$ cat src/rtl/muldiv_unit.sv
// Iterative multiply/divide unit with architectural HI/LO registers.
// Resolves BITS_PER_CYCLE multiplier or quotient bits per RUN cycle.
// Signed ops run on magnitudes, and the sign is fixed up in the FIN cycle.
// HI/LO change only as a whole: on the FIN edge or on an MTHI/MTLO accept.
module muldiv_unit #(
    parameter int DATA_W         = 32,
    parameter int BITS_PER_CYCLE = 1
) (
    input  logic              clk,
    input  logic              rst,
    input  logic              start_i,
    input  logic [2:0]        op_i,
    input  logic [DATA_W-1:0] rs_i,
    input  logic [DATA_W-1:0] rt_i,
    input  logic              flush_i,
    output logic              busy_o,
    output logic              done_o,
    output logic [DATA_W-1:0] hi_o,
    output logic [DATA_W-1:0] lo_o
);
    localparam int B     = BITS_PER_CYCLE;
    localparam int N     = DATA_W / BITS_PER_CYCLE;
    localparam int CNT_W = $clog2(N + 1);

    // Handshake: start_i is a request qualified by state==IDLE and flush_i==0;
    // busy_o (registered) is the "not ready" back-pressure for the hazard unit;
    // done_o is a single-cycle pulse in the cycle after HI/LO were written.
    typedef enum logic [1:0] {
        IDLE = 2'd0,
        RUN  = 2'd1,
        FIN  = 2'd2
    } state_t;

    // state is the observation point for external checkers
    state_t              state;
    state_t              state_next;
    logic [CNT_W-1:0]    cnt;
    logic [2*DATA_W-1:0] acc;
    logic [2*DATA_W-1:0] acc_step;
    logic [DATA_W-1:0]   opb;
    logic                is_div;
    logic                neg_lo;
    logic                neg_hi;
    logic                start_md;
    logic                start_mt;
    logic                commit;

    logic                sign_a;
    logic                sign_b;
    logic                rt_zero;
    logic [DATA_W-1:0]   mag_a;
    logic [DATA_W-1:0]   mag_b;

    logic [DATA_W+B-1:0]   mul_sum;
    logic [2*DATA_W+B-1:0] mul_cat;
    logic [DATA_W:0]       div_trial;
    logic [DATA_W-1:0]     div_rem;
    logic [DATA_W-1:0]     div_quo;

    logic [2*DATA_W-1:0] prod_fin;
    logic [DATA_W-1:0]   res_hi;
    logic [DATA_W-1:0]   res_lo;

    // Next-state decode: accept in IDLE, count through RUN, commit in FIN unless flushed
    always_comb begin
        state_next = state;
        start_md   = 1'b0;
        start_mt   = 1'b0;
        commit     = 1'b0;
        case (state)
            IDLE: begin
                if (start_i && !flush_i) begin
                    if (!op_i[2]) begin
                        start_md   = 1'b1;
                        state_next = RUN;
                    end else if (!op_i[1]) begin
                        start_mt = 1'b1;
                    end
                end
            end
            RUN: begin
                if (flush_i) begin
                    state_next = IDLE;
                end else if (cnt == CNT_W'(N - 1)) begin
                    state_next = FIN;
                end
            end
            FIN: begin
                state_next = IDLE;
                commit     = !flush_i;
            end
            default: state_next = IDLE;
        endcase
    end

    // State register plus registered busy/done flags
    always_ff @(posedge clk) begin
        if (rst) begin
            state  <= IDLE;
            busy_o <= 1'b0;
            done_o <= 1'b0;
        end else begin
            state  <= state_next;
            busy_o <= (state_next != IDLE);
            done_o <= commit || start_mt;
        end
    end

    // Operand magnitudes; the signed ops (MULT, DIV) have op_i[0]==0
    always_comb begin
        sign_a  = !op_i[0] && rs_i[DATA_W-1];
        sign_b  = !op_i[0] && rt_i[DATA_W-1];
        rt_zero = (rt_i == '0);
        mag_a   = sign_a ? -rs_i : rs_i;
        mag_b   = sign_b ? -rt_i : rt_i;
    end

    // One RUN step: radix-2^B shift-add, or B restoring-division bit steps
    always_comb begin
        mul_sum = {{B{1'b0}}, acc[2*DATA_W-1:DATA_W]};
        for (int j = 0; j < B; j++) begin
            if (acc[j]) begin
                mul_sum = mul_sum + ({{B{1'b0}}, opb} << j);
            end
        end
        mul_cat = {mul_sum, acc[DATA_W-1:0]} >> B;

        div_rem   = acc[2*DATA_W-1:DATA_W];
        div_quo   = acc[DATA_W-1:0];
        div_trial = '0;
        for (int j = 0; j < B; j++) begin
            div_trial = {div_rem, div_quo[DATA_W-1]};
            if (div_trial >= {1'b0, opb}) begin
                div_trial = div_trial - {1'b0, opb};
                div_quo   = {div_quo[DATA_W-2:0], 1'b1};
            end else begin
                div_quo   = {div_quo[DATA_W-2:0], 1'b0};
            end
            div_rem = div_trial[DATA_W-1:0];
        end

        acc_step = is_div ? {div_rem, div_quo} : mul_cat[2*DATA_W-1:0];
    end

    // Datapath: latch operands on accept, iterate in RUN.
    // A zero divisor keeps the raw dividend and skips sign fix-up, so the
    // natural all-ones quotient and untouched dividend fall out as LO/HI.
    always_ff @(posedge clk) begin
        if (rst) begin
            cnt    <= '0;
            acc    <= '0;
            opb    <= '0;
            is_div <= 1'b0;
            neg_lo <= 1'b0;
            neg_hi <= 1'b0;
        end else if (start_md) begin
            cnt    <= '0;
            is_div <= op_i[1];
            if (op_i[1]) begin
                opb    <= mag_b;
                acc    <= {{DATA_W{1'b0}}, (rt_zero ? rs_i : mag_a)};
                neg_lo <= !rt_zero && (sign_a ^ sign_b);
                neg_hi <= !rt_zero && sign_a;
            end else begin
                opb    <= mag_a;
                acc    <= {{DATA_W{1'b0}}, mag_b};
                neg_lo <= sign_a ^ sign_b;
                neg_hi <= sign_a ^ sign_b;
            end
        end else if (state == RUN) begin
            cnt <= cnt + CNT_W'(1);
            acc <= acc_step;
        end
    end

    // FIN sign correction: full-width negate for products, per-half for divide
    always_comb begin
        prod_fin = neg_lo ? -acc : acc;
        res_hi   = prod_fin[2*DATA_W-1:DATA_W];
        res_lo   = prod_fin[DATA_W-1:0];
        if (is_div) begin
            res_lo = neg_lo ? -acc[DATA_W-1:0] : acc[DATA_W-1:0];
            res_hi = neg_hi ? -acc[2*DATA_W-1:DATA_W] : acc[2*DATA_W-1:DATA_W];
        end
    end

    // Architectural HI/LO: whole-result commit, or a single MTHI/MTLO write
    always_ff @(posedge clk) begin
        if (rst) begin
            hi_o <= '0;
            lo_o <= '0;
        end else if (commit) begin
            hi_o <= res_hi;
            lo_o <= res_lo;
        end else if (start_mt) begin
            if (!op_i[0]) begin
                hi_o <= rs_i;
            end else begin
                lo_o <= rs_i;
            end
        end
    end

endmodule

$ cat config.mk
export PLATFORM = sky130hd
export DESIGN_NAME = muldiv_unit
export DESIGN_NICKNAME = d
export VERILOG_FILES = /design/src/rtl/muldiv_unit.sv
export SDC_FILE = /design/constraint.sdc
export NUM_CORES = 1
export LEC_CHECK = 0
export CAP_MARGIN = 20
export CORE_MARGIN = 3
export CORE_UTILIZATION = 38
export CTS_CLUSTER_DIAMETER = 80
export DETAILED_ROUTE_END_ITERATION = 7
export PLACE_DENSITY = 0.57
export REMOVE_ABC_BUFFERS = 1
export SLEW_MARGIN = 20
export SYNTH_ARGS = -nofsm -noshare
export SYNTH_HDL_FRONTEND = slang
export SYNTH_SLANG_ARGS = --single-unit
$ cat constraint.sdc
create_clock -name clk -period 3.3 [get_ports clk]
set_input_delay 0.66 -clock clk [delete_from_list [all_inputs] [get_ports clk]]
set_output_delay 0.66 -clock clk [all_outputs]
set_load 0.01 [all_outputs]
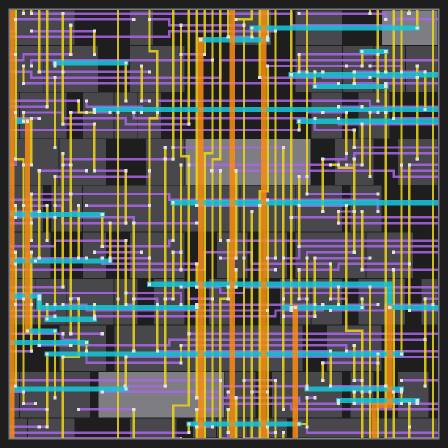
(a small window of the routed layout)
Window x 39 to 64, y 143 to 168 um. Cells in gray, sequential cells in the stronger gray; small squares are vias.
Key: yellow = met2; orange = met4; purple = met1; cyan = met3
Most frequent: buf_4 (8), o21ai_0 (7), xor2_1 (6). Sequential cells in the window: 2. Netlist names of flops here include acc (1), opb (1). 54 logic cells have their middle in the window.

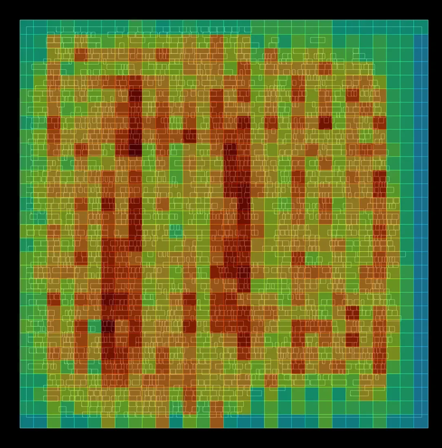
(routing congestion)
gr busiest metal: met2
met1 usage: 39.0%
grt met3 use: 2.95%
gr usage total: 27.9%
grt met2 use: 44.9%

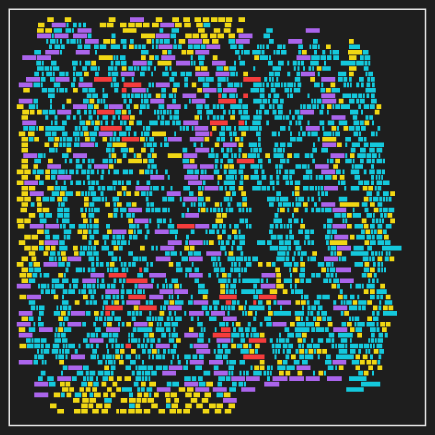
(cell classes on the final placement)
(2 px per um)
Key: purple = flip-flops [cells 173, share of their area 18%]; red = clock drivers and dummy loads [cells 32, share of their area 3.1%]; cyan = all other logic [cells 1768, share of their area 59%]; yellow = other buffers and delay cells [cells 461, share of their area 20%]

==> run summary <==
clk pwr - 2.20 mW
Die X - 207 um
Worst Tran Pin Value - 0.921 ns
CTS tree - done
root buffer cell - clkbuf_16
Combinational Power Share - 34.5%
Num CTS Buffers - 17
Setup crit end - hi_o[31]$_SDFFE_PP0P_
H-tree lvl count - 4
Distinct lib cells used - 77
Critical Path Max Stage Delay - 0.57 ns
fillers - 3904
Crit. Startpoint - acc[6]$_SDFFE_PP0P_
DRC viols - 0
most numerous logic cells after layout - buf_4 (309), nor2_1 (205), nand2_1 (197)
outcome - finished, final reports clean
number of cells on the worst hold path - 2
DRT met1 WL - 28.9 mm
Clock Power Share - 32.6%
clock sinks - 173
Post-Synth Simple-Gate Area - 20.3%
Top Consumer - combinational logic
Yosys chip area - 15400 um2
stage-log warning count - 27
DR pass1 iterations - 6
antenna-violating nets left - 0
Slowest cell on crit path - or4_4
NonClk Buf Share - 19.4%
Detailed Place HPWL - 47.4 mm
register fraction of the total cell area - 17.0%
aoi share - 28.5%
global route overflow - 0
Post-CTS Hold Buffers - 0
largest cell class by area - multi-input combinational cells
Hold EP - cnt[1]$_SDFFE_PP0P_
Die H - 207 um
worst-path cell chain - or4_4 -> or4b_4 -> or4_4 -> nor2_4 -> buf_4 -> nor2_1 -> o41ai_2 -> buf_4 -> xnor2_1 -> nor2_1 -> a211oi_1
Post-CTS Setup Repair Bufs - 9
Finished Layout Cells - 2959
max reg flops - 64
Gate Area - 11600 um2
Final Util - 51.4%
switching portion of total power - 34.2%
count of non-CTS buffers in the layout - 461
min cycle time layout - 3.23 ns
post-cts repair resize count - 34
biggest area consumer among synthesized cells - dfxtp_1
Tap Cells - 525
routed vias - 17037
post-DR vias/cell - 5.76
ys cells - 2108
CP arrival - 3.59 ns
R2R setup slack - 0.07 ns
Commonest Layout Cell - buf_4
Worst Path Max Fanout - 5
Main logic family - AND-OR/OR-AND gates
Most flops, register - acc
fa+ha+maj area frac - 5.86%
CP delay by family, top - simple AND/OR/NAND/NOR gates
cell area after synthesis - 15400 um2
clock skew - 0.00999 ns
cell with the most instances after synthesis - nor2_1
FF-to-FF Start - acc[6]$_SDFFE_PP0P_
Worst EP required - 3.66 ns
DRT iter0 DRCs - 1404
Area Overhead vs Synth - 33.2%
Worst Hold Class - flop to flop
final net count - 2563
clock network area share - 2.96%
RR Endpoint - hi_o[31]$_SDFFE_PP0P_
Routability Congestion - 0.936
Register Area - 3480 um2
Int Pwr - 4.44 mW
die area - 43000 um2
Hold Startpoint - cnt[1]$_SDFFE_PP0P_
Power Total - 6.74 mW
top cells by count - nor2_1 (213), nand2_1 (200), a21oi_1 (199), dfxtp_1 (173), clkbuf_1 (136)
RSZ-0062 raised after global routing - true
number of enable flip-flop cells - 0
largest net degree at the start of global routing - 93
placed insts - 2910
leak pwr - 8.50 nW
vias in the first global route - 16405
Core Area - 39900 um2
WHS - 0.490 ns
Comb area share - 56.4%
final setup vio count - 0
I/O pins - 137
dpl cell area - 19300 um2
CP Class - flop to flop
Power figures rest on the tool's default switching activity, not on a simulated workload.
